**src/rtl/alu_pkg.sv**
```systemverilog
// alu_pkg: FSM state type, ALU opcode constants and opcode helpers
package alu_pkg;
  typedef enum logic [1:0] {IDLE = 2'd0, EXEC = 2'd1, RESP = 2'd2} state_t;
  localparam logic [3:0] OP_DIV = 4'd0;
  localparam logic [3:0] OP_MUL = 4'd1;
  localparam logic [3:0] OP_ADD = 4'd2;
  localparam logic [3:0] OP_SUB = 4'd3;
  localparam logic [3:0] OP_AND = 4'd4;
  localparam logic [3:0] OP_OR = 4'd5;
  localparam logic [3:0] OP_XOR = 4'd6;
  localparam logic [3:0] OP_SLL = 4'd7;
  localparam logic [3:0] OP_SRL = 4'd8;
  localparam logic [3:0] OP_SRA = 4'd9;
  localparam logic [3:0] OP_SLT = 4'd10;
  localparam logic [3:0] OP_NOT = 4'd11;
  localparam logic [3:0] OP_LAST_LEGAL = OP_NOT;
  function automatic logic is_muldiv(logic [3:0] op);
    return op <= OP_MUL;
  endfunction
  function automatic logic is_legal(logic [3:0] op);
    return op <= OP_LAST_LEGAL;
  endfunction
endpackage

```
**src/rtl/alu_arbiter_if.sv**
```systemverilog
// alu_arbiter_if: requester, response and ALU-side signals of the arbiter
interface alu_arbiter_if;
  logic req0_valid;
  logic req0_ready;
  logic [3:0] req0_op;
  logic [31:0] req0_a;
  logic [31:0] req0_b;
  logic req1_valid;
  logic req1_ready;
  logic [3:0] req1_op;
  logic [31:0] req1_a;
  logic [31:0] req1_b;
  logic rsp_valid;
  logic rsp_ready;
  logic rsp_id;
  logic [31:0] rsp_lo;
  logic [31:0] rsp_hi;
  logic rsp_err;
  logic [31:0] alu_reg1;
  logic [31:0] alu_reg2;
  logic [3:0] alu_control;
  logic alu_inc_pc;
  logic [31:0] alu_z1;
  logic [31:0] alu_z2;
  logic busy;
  modport slave (
    input req0_valid, req0_op, req0_a, req0_b,
    input req1_valid, req1_op, req1_a, req1_b,
    input rsp_ready, alu_z1, alu_z2,
    output req0_ready, req1_ready, rsp_valid, rsp_id, rsp_lo, rsp_hi, rsp_err,
    output alu_reg1, alu_reg2, alu_control, alu_inc_pc, busy
  );
  modport master (
    output req0_valid, req0_op, req0_a, req0_b,
    output req1_valid, req1_op, req1_a, req1_b,
    output rsp_ready, alu_z1, alu_z2,
    input req0_ready, req1_ready, rsp_valid, rsp_id, rsp_lo, rsp_hi, rsp_err,
    input alu_reg1, alu_reg2, alu_control, alu_inc_pc, busy
  );
endinterface

```
**src/rtl/rr_arbiter2.sv**
```systemverilog
// rr_arbiter2: two-way round-robin grant with a last-grant pointer
module rr_arbiter2 (
  input logic clk,
  input logic rst_n,
  input logic en,
  input logic [1:0] req,
  output logic [1:0] gnt
);
  logic last;
  // on a tie favour the requester not served last, otherwise whoever asks
  always_comb gnt = !en ? 2'b00 : &req ? (last ? 2'b01 : 2'b10) : req;
  // a grant is always taken (valid is part of it), so the pointer follows it
  always_ff @(posedge clk or negedge rst_n)
    if (!rst_n) last <= 1'b1;
    else if (|gnt) last <= gnt[1];
endmodule

```
**src/rtl/alu_arbiter.sv**
```systemverilog
// alu_arbiter: round-robin front end sharing one multi-cycle ALU between two requesters
module alu_arbiter import alu_pkg::*; #(
  parameter int MULDIV_LAT = 4,
  parameter int SIMPLE_LAT = 1
) (
  input logic Clk,
  input logic Clear_n,
  alu_arbiter_if.slave bus
);
  localparam logic [3:0] MD_LAT = 4'(MULDIV_LAT);
  localparam logic [3:0] SP_LAT = 4'(SIMPLE_LAT);
  state_t state, state_nxt;
  logic [1:0] gnt;
  logic accept;
  logic legal;
  logic [3:0] op_in;
  logic [3:0] cnt;
  logic [31:0] a_in;
  logic [31:0] b_in;
  rr_arbiter2 u_rr (
    .clk(Clk),
    .rst_n(Clear_n),
    .en(state == IDLE),
    .req({bus.req1_valid, bus.req0_valid}),
    .gnt(gnt)
  );
  assign accept = |gnt;
  assign op_in = gnt[1] ? bus.req1_op : bus.req0_op;
  assign a_in = gnt[1] ? bus.req1_a : bus.req0_a;
  assign b_in = gnt[1] ? bus.req1_b : bus.req0_b;
  assign legal = is_legal(op_in);
  // state register
  always_ff @(posedge Clk or negedge Clear_n)
    if (!Clear_n) state <= IDLE;
    else state <= state_nxt;
  // illegal ops skip the ALU and answer straight away
  always_comb
    state_nxt = state == IDLE ? (accept ? (legal ? EXEC : RESP) : IDLE)
              : state == EXEC ? (cnt == 4'd1 ? RESP : EXEC)
              : (bus.rsp_ready ? IDLE : RESP);
  // handshake and status outputs
  always_comb begin
    bus.req0_ready = gnt[0];
    bus.req1_ready = gnt[1];
    bus.rsp_valid = state == RESP;
    bus.busy = state != IDLE;
    bus.alu_inc_pc = 1'b0;
  end
  // operand latch, latency counter and result capture; ALU inputs only move on legal ops
  always_ff @(posedge Clk or negedge Clear_n)
    if (!Clear_n) begin
      cnt <= '0;
      bus.rsp_id <= 1'b0;
      bus.rsp_err <= 1'b0;
      bus.rsp_lo <= '0;
      bus.rsp_hi <= '0;
      bus.alu_reg1 <= '0;
      bus.alu_reg2 <= '0;
      bus.alu_control <= '0;
    end else if (accept) begin
      cnt <= !legal ? 4'd0 : is_muldiv(op_in) ? MD_LAT : SP_LAT;
      bus.rsp_id <= gnt[1];
      bus.rsp_err <= !legal;
      bus.rsp_lo <= '0;
      bus.rsp_hi <= '0;
      if (legal) begin
        bus.alu_reg1 <= a_in;
        bus.alu_reg2 <= b_in;
        bus.alu_control <= op_in;
      end
    end else if (state == EXEC) begin
      cnt <= cnt - 4'd1;
      if (cnt == 4'd1) begin
        bus.rsp_lo <= bus.alu_z1;
        bus.rsp_hi <= is_muldiv(bus.alu_control) ? bus.alu_z2 : '0;
      end
    end
endmodule

```
**src/flat_wrapper.sv**
```systemverilog
// flat-port wrapper written by rule: the top's interface ports become plain ports
module alu_arbiter_flat import alu_pkg::*;
#(
  parameter int MULDIV_LAT = 4,
  parameter int SIMPLE_LAT = 1
)
  (Clk, Clear_n, bus_req0_valid, bus_req0_op, bus_req0_a, bus_req0_b, bus_req1_valid, bus_req1_op, bus_req1_a, bus_req1_b, bus_rsp_ready, bus_alu_z1, bus_alu_z2, bus_req0_ready, bus_req1_ready, bus_rsp_valid, bus_rsp_id, bus_rsp_lo, bus_rsp_hi, bus_rsp_err, bus_alu_reg1, bus_alu_reg2, bus_alu_control, bus_alu_inc_pc, bus_busy);
  alu_arbiter_if bus_i ();
  input logic Clk;
  input logic Clear_n;
  input wire logic [$bits(bus_i.req0_valid)-1:0] bus_req0_valid;
  input wire logic [$bits(bus_i.req0_op)-1:0] bus_req0_op;
  input wire logic [$bits(bus_i.req0_a)-1:0] bus_req0_a;
  input wire logic [$bits(bus_i.req0_b)-1:0] bus_req0_b;
  input wire logic [$bits(bus_i.req1_valid)-1:0] bus_req1_valid;
  input wire logic [$bits(bus_i.req1_op)-1:0] bus_req1_op;
  input wire logic [$bits(bus_i.req1_a)-1:0] bus_req1_a;
  input wire logic [$bits(bus_i.req1_b)-1:0] bus_req1_b;
  input wire logic [$bits(bus_i.rsp_ready)-1:0] bus_rsp_ready;
  input wire logic [$bits(bus_i.alu_z1)-1:0] bus_alu_z1;
  input wire logic [$bits(bus_i.alu_z2)-1:0] bus_alu_z2;
  output wire logic [$bits(bus_i.req0_ready)-1:0] bus_req0_ready;
  output wire logic [$bits(bus_i.req1_ready)-1:0] bus_req1_ready;
  output wire logic [$bits(bus_i.rsp_valid)-1:0] bus_rsp_valid;
  output wire logic [$bits(bus_i.rsp_id)-1:0] bus_rsp_id;
  output wire logic [$bits(bus_i.rsp_lo)-1:0] bus_rsp_lo;
  output wire logic [$bits(bus_i.rsp_hi)-1:0] bus_rsp_hi;
  output wire logic [$bits(bus_i.rsp_err)-1:0] bus_rsp_err;
  output wire logic [$bits(bus_i.alu_reg1)-1:0] bus_alu_reg1;
  output wire logic [$bits(bus_i.alu_reg2)-1:0] bus_alu_reg2;
  output wire logic [$bits(bus_i.alu_control)-1:0] bus_alu_control;
  output wire logic [$bits(bus_i.alu_inc_pc)-1:0] bus_alu_inc_pc;
  output wire logic [$bits(bus_i.busy)-1:0] bus_busy;
  assign bus_i.req0_valid = bus_req0_valid;
  assign bus_i.req0_op = bus_req0_op;
  assign bus_i.req0_a = bus_req0_a;
  assign bus_i.req0_b = bus_req0_b;
  assign bus_i.req1_valid = bus_req1_valid;
  assign bus_i.req1_op = bus_req1_op;
  assign bus_i.req1_a = bus_req1_a;
  assign bus_i.req1_b = bus_req1_b;
  assign bus_i.rsp_ready = bus_rsp_ready;
  assign bus_i.alu_z1 = bus_alu_z1;
  assign bus_i.alu_z2 = bus_alu_z2;
  assign bus_req0_ready = bus_i.req0_ready;
  assign bus_req1_ready = bus_i.req1_ready;
  assign bus_rsp_valid = bus_i.rsp_valid;
  assign bus_rsp_id = bus_i.rsp_id;
  assign bus_rsp_lo = bus_i.rsp_lo;
  assign bus_rsp_hi = bus_i.rsp_hi;
  assign bus_rsp_err = bus_i.rsp_err;
  assign bus_alu_reg1 = bus_i.alu_reg1;
  assign bus_alu_reg2 = bus_i.alu_reg2;
  assign bus_alu_control = bus_i.alu_control;
  assign bus_alu_inc_pc = bus_i.alu_inc_pc;
  assign bus_busy = bus_i.busy;
  alu_arbiter #(.MULDIV_LAT(MULDIV_LAT), .SIMPLE_LAT(SIMPLE_LAT)) u_core (.Clk(Clk), .Clear_n(Clear_n), .bus(bus_i));
endmodule
```
**config.mk**
```make
export PLATFORM = sky130hd
export DESIGN_NAME = alu_arbiter_flat
export DESIGN_NICKNAME = d
export VERILOG_FILES = /design/src/rtl/alu_pkg.sv /design/src/rtl/alu_arbiter_if.sv /design/src/rtl/rr_arbiter2.sv /design/src/rtl/alu_arbiter.sv /design/src/flat_wrapper.sv
export SDC_FILE = /design/constraint.sdc
export NUM_CORES = 1
export LEC_CHECK = 0
export ABC_CLOCK_PERIOD_IN_PS = 5900
export CORE_AREA = 2 2 133 135
export DETAILED_ROUTE_END_ITERATION = 7
export DIE_AREA = 0 0 135 137
export GPL_ROUTABILITY_DRIVEN = 0
export PLACE_DENSITY_LB_ADDON = 0.12
export SLEW_MARGIN = 20
export SYNTH_ARGS = -nofsm -noshare
export SYNTH_HDL_FRONTEND = slang
export SYNTH_SLANG_ARGS = --single-unit
```
**constraint.sdc**
```tcl
create_clock -name Clk -period 5.9 [get_ports Clk]
set_clock_uncertainty 0.15 [all_clocks]
set_input_delay 1.18 -clock Clk [delete_from_list [all_inputs] [get_ports Clk]]
set_output_delay 1.18 -clock Clk [all_outputs]
set_load 0.05 [all_outputs]
```
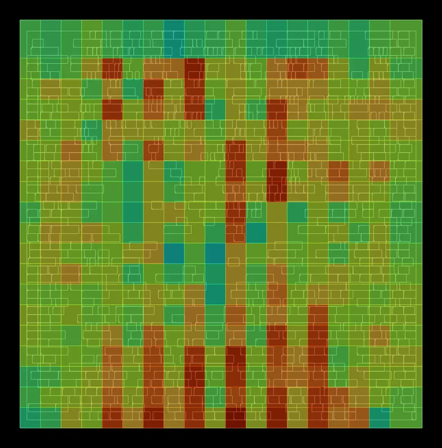
Fig. 1. Congestion heat map (run 1).
final core occ: 62.0%
GR Util met2: 37.1%
GRT Util Overall: 20.9%

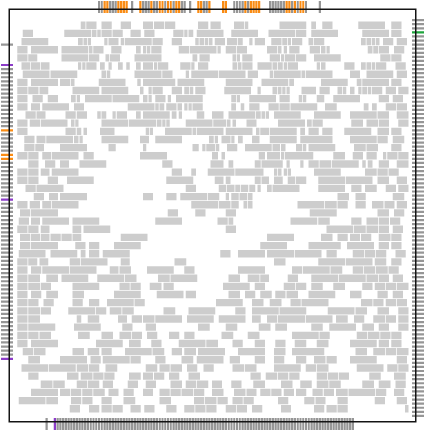
Fig. 2. I/O pins on the die edge (run 1).
(3 px per um) Pins as bars across the die edge, other pins in gray.
port	color	pins	direction	edge
`bus_alu_control`	purple	4	output	3 west, 1 south
`bus_rsp_lo`	orange	32	output	29 north, 3 west
`bus_rsp_valid`	green	1	output	east
all pins by edge	110 south, 98 east, 74 west, 62 north
Chip Height: 137 um
PortBufs: 342
die width: 135 um

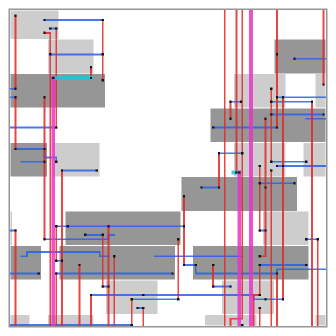
Fig. 3. Close-up of the layout (run 1).
Region (55, 29) to (80, 54) um. Cells in gray, sequential cells in the stronger gray; small squares are vias.
layer	color
M2	red
M1	blue
M3	cyan
M4	magenta
cells with their middle in the window	14
most frequent	dfrtp_1 (6), mux2_2 (4), clkdlybuf4s50_1 (3)
sequential cells in the window	6
netlist names of flops here include	`u_core.bus.alu_reg1` (4)

-- run 1: synth_stat cells, types with 2 or more instances --
| library cell | instances |
|---|---|
| a21oi_1 | 4 |
| a22o_1 | 23 |
| buf_2 | 13 |
| buf_4 | 2 |
| clkbuf_1 | 17 |
| dfrtp_1 | 140 |
| ha_1 | 2 |
| inv_1 | 14 |
| mux2_1 | 2 |
| mux2_2 | 130 |
| nand2_1 | 71 |
| nand3_1 | 10 |
| nand3b_1 | 2 |
| nor2_1 | 13 |
| nor2b_1 | 2 |
| nor3_1 | 4 |
| o21ai_0 | 45 |
| o21ba_2 | 2 |
| o31ai_1 | 3 |
==> results.txt, run 1 <==
run results: CP top delay family buffers and inverters, multi-input combinational cell count 328, Basic Gates by Area 7.00%, Top cells excl fill/tap clkdlybuf4s50_1, dfrtp_1, mux2_2, FF-to-FF path depth 5, met1 GRT Util 23.6%, Critical Path End Type output port, Worst Slack Setup Final 1.32 ns, critical path class in2out, vias in the first global route 5492, clock slew at reported path FFs 0.06 ns, Area Overhead vs Synth 67.9%, Final Hold Vio Count 0, Crit path top cell by count clkdlybuf4s50_1, Remaining Overflow, GRT 0, syn_nets 725, CP arrival 3.25 ns, nonclk inv count 15, worst path bufs/invs 3, CTS tree yes, top cells by area dfrtp_1, mux2_2, nand2_1, o21ai_0, a22o_1, met2 wire length 9980 um, ys async rst share 100%, Signal buffers 348, first-pass GRT wire length 29400 um, r2r setup slk 3.15 ns, busiest layer in global routing met2, post-route cell area 10600 um2, Endpoint, Worst Hold u_core.bus.rsp_id, Yosys top cell by area dfrtp_1, Tool Warnings 27, GR Layer Usage met3 5.56%, largest power group combinational cells, wire per inst 17.8 um, ant diodes 3, Final nets 1058, synthesized area 6300 um2, leak pwr 4.35 nW, min-delay src u_core.bus.rsp_id, unrepaired setup endpoints after global routing false, MaxCap Viol Count 0, XOR Share, Synth 0.139%, Comb power frac 55.8%, clk pwr 1.16 mW, Syn Inst Count 518, Post-synth mux share 23.8%, placed cell areas 9910 um2, Hold Crit Class reg2reg, Synth cell types 38, Slowest-stage cell, CP clkdlybuf4s50_1, via density per instance 4.78, DRT Pass-1 Iters 4, switching pwr 2.83 mW, pre-CTS setup slack 1.35 ns, Slew headroom 42.1%, WP depth 5, Clock Path Buffers 2, area of the core 17100 um2, crit path time final 4.58 ns, total power 6.23 mW, P_seq 1.60 mW, Detail Route Antenna Nets 0, DRT iter0 DRCs 150, Critical Path Fanout Max 9, status finished clean, clk ins delay skew pair 0.42 ns, Routed WL 19400 um, Setup crit end bus_req1_ready, Seq/Total Area, Yosys 56.1%, Avg Inst Size Synth 12.2 um2, Top Metal Used met5, die area 18500 um2, Crit path required time 4.57 ns, Max Clock Freq 0.219 GHz, # clock sinks 141, largest net degree at the start of global routing 92, Worst Hold Path Cells 2, CTS Hold Bufs 0, Logic family by area multiplexers, routed vias 5219, maximum VDD drop 0.277 mV, Rows 48, clock-cell share of area 6.14%, Post-synth top flop dfrtp_1, Setup TNS 0 ns, clock power share 18.6%, met1 WL 7370 um, Compound Share, Synth 9.16%
==> run 2: changes to the inputs <==
Settings changed: ABC_CLOCK_PERIOD_IN_PS 5900 to 4120, CORE_AREA 2 2 133 135 to not set, CORE_MARGIN set to 2, CORE_UTILIZATION set to 35, DIE_AREA 0 0 135 137 to not set.
Clock period 5.9 ns to 4.12 ns, I/O delays scaled along.
==> run 2 against run 1 <==
Compared with the run above: via count increased by 0.75%; setup slack got worse by 0.77 ns; die size grew 3.1%; sequential share of layout area rose by 0.12 points; non-clock buffer count increased by 2; combinational power up 43%.
==> results.txt, run 2 <==
run results: unrepaired setup endpoints after global routing false, Crit path required time 3.15 ns, CP arrival 2.59 ns, CP top delay family buffers and inverters, Critical Path Fanout Max 4, Post-synth mux share 23.8%, Detail Route Antenna Nets 0, final core occ 59.2%, met1 GRT Util 22.7%, FF-to-FF path depth 8, Comb power frac 57.0%, most common cell in the synthesized netlist dfrtp_1, Avg Inst Size Synth 12.2 um2, switching pwr 4.03 mW, critical path class in2out, Signal buffers 350, hold_ws 0.299 ns, Compound Share, Synth 9.16%, worst path bufs/invs 2, Top Ports 344, MaxCap Viol Count 0, status finished clean, # DRC 0, synthesized area 6300 um2, ant diodes 0, Rows 49, met2 wire length 9620 um, Clock Path Buffers 2, Top cells excl fill/tap clkdlybuf4s50_1, dfrtp_1, mux2_2, clock slew at reported path FFs 0.06 ns, first-pass GRT wire length 30200 um, GR Util met2 34.5%, die area 19100 um2, r2r setup slk 1.56 ns, routed vias 5258, Syn Inst Count 518, P_seq 2.29 mW, Slew headroom 43.9%, Final Hold Vio Count 0, Commonest cells post-synth dfrtp_1, mux2_2, nand2_1, Logic family by area multiplexers, Area Overhead vs Synth 67.3%, Slowest-stage cell, CP clkdlybuf4s50_1, leak pwr 4.32 nW, Critical Path End Type output port, Hold Crit Class in2async, vias in the first global route 5620, Starting Density 35.4%, CTS tree yes, PortBufs 342, GRT Util Overall 20.0%, nonclk inv count 15, DRT iter0 DRCs 163, clk pwr 1.46 mW, via density per instance 4.80, largest net degree at the start of global routing 86, clk ins delay skew pair 0.41 ns, busiest layer in global routing met2, clock-cell share of area 5.41%, top cells by area dfrtp_1, mux2_2, nand2_1, o21ai_0, a22o_1, CP cell instances clkdlybuf4s50_1 -> o21ai_0 -> nor2_1 -> clkdlybuf4s50_1, Basic Gates by Area 7.00%, Yosys top cell by area dfrtp_1, Setup TNS 0 ns, Crit path top cell by count clkdlybuf4s50_1, Chip Area, Yosys 6300 um2, area of the core 17800 um2, Final Max Tran Viols 0, Final nets 1060, largest power group combinational cells, CTS Hold Bufs 0, maximum VDD drop 0.408 mV, Post-synth top flop dfrtp_1, Max Clock Freq 0.280 GHz, DRT Pass-1 Iters 4, Chip Height 138 um, syn_nets 725, Remaining Overflow, GRT 0, Routed WL 19000 um, layout cells sized above 1 21.1%, ys async rst share 100%, clock power share 16.8%, GR Layer Usage met3 7.52%, met1 WL 7310 um, WP depth 4, # clock sinks 141, RR Endpoint u_core.bus.rsp_hi[4], Tool Warnings 27, die width 138 um, Top Metal Used met5, crit path time final 3.57 ns, Seq/Total Area, Yosys 56.1%
## run 2: cell counts after synthesis
No cell type changed its count.
## run 2: through the flow
stage	instances	setup WS (ns)	total power, mW	instance area [um2]
2_1_floorplan	518	1.41	5.53	6300
3_3_place_gp	1063	0.574	7.22	9960
3_5_place_dp	1063	0.572	7.31	9960
4_1_cts	1095	0.564	8.81	10500
5_1_grt	1095	0.501	9.13	10500
6_report	1095	0.554	8.71	10500
## run 2: worst register-to-register path, stage by stage (launching register included)
cell and delay, ns:
dfrtp_1 0.39, inv_1 0.09, ha_1 0.13, or3b_2 0.52
nor2_4 0.11, buf_4 0.47, nor2_1 0.10, buf_4 0.23
a22o_1 0.26
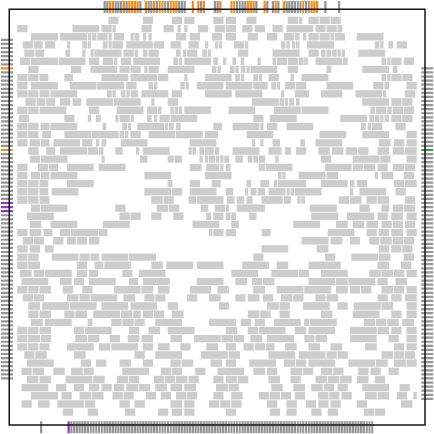
Fig. 4. I/O pins on the die edge (run 2).
(3 px per um) Pins as bars across the die edge, other pins in gray.
port	color	pins	direction	edge
`bus_alu_control`	purple	4	output	3 west, 1 south
`bus_rsp_lo`	orange	32	output	30 north, 2 west
`bus_rsp_valid`	green	1	output	east

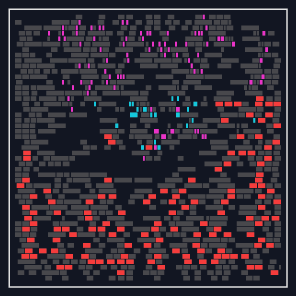
Fig. 5. Gate-type map (run 2).
(2 px per um)
family	color	cells	most used
nand cells	magenta	84	nand2_1
nor cells	cyan	20	nor2_1
mux cells	red	133	mux2_2
logic share of the area: 24.5%
Final Non-Filler Cells: 1095
most common logic cell in the routed design: clkdlybuf4s50_1

Power figures rest on the tool's default switching activity, not on a simulated workload.
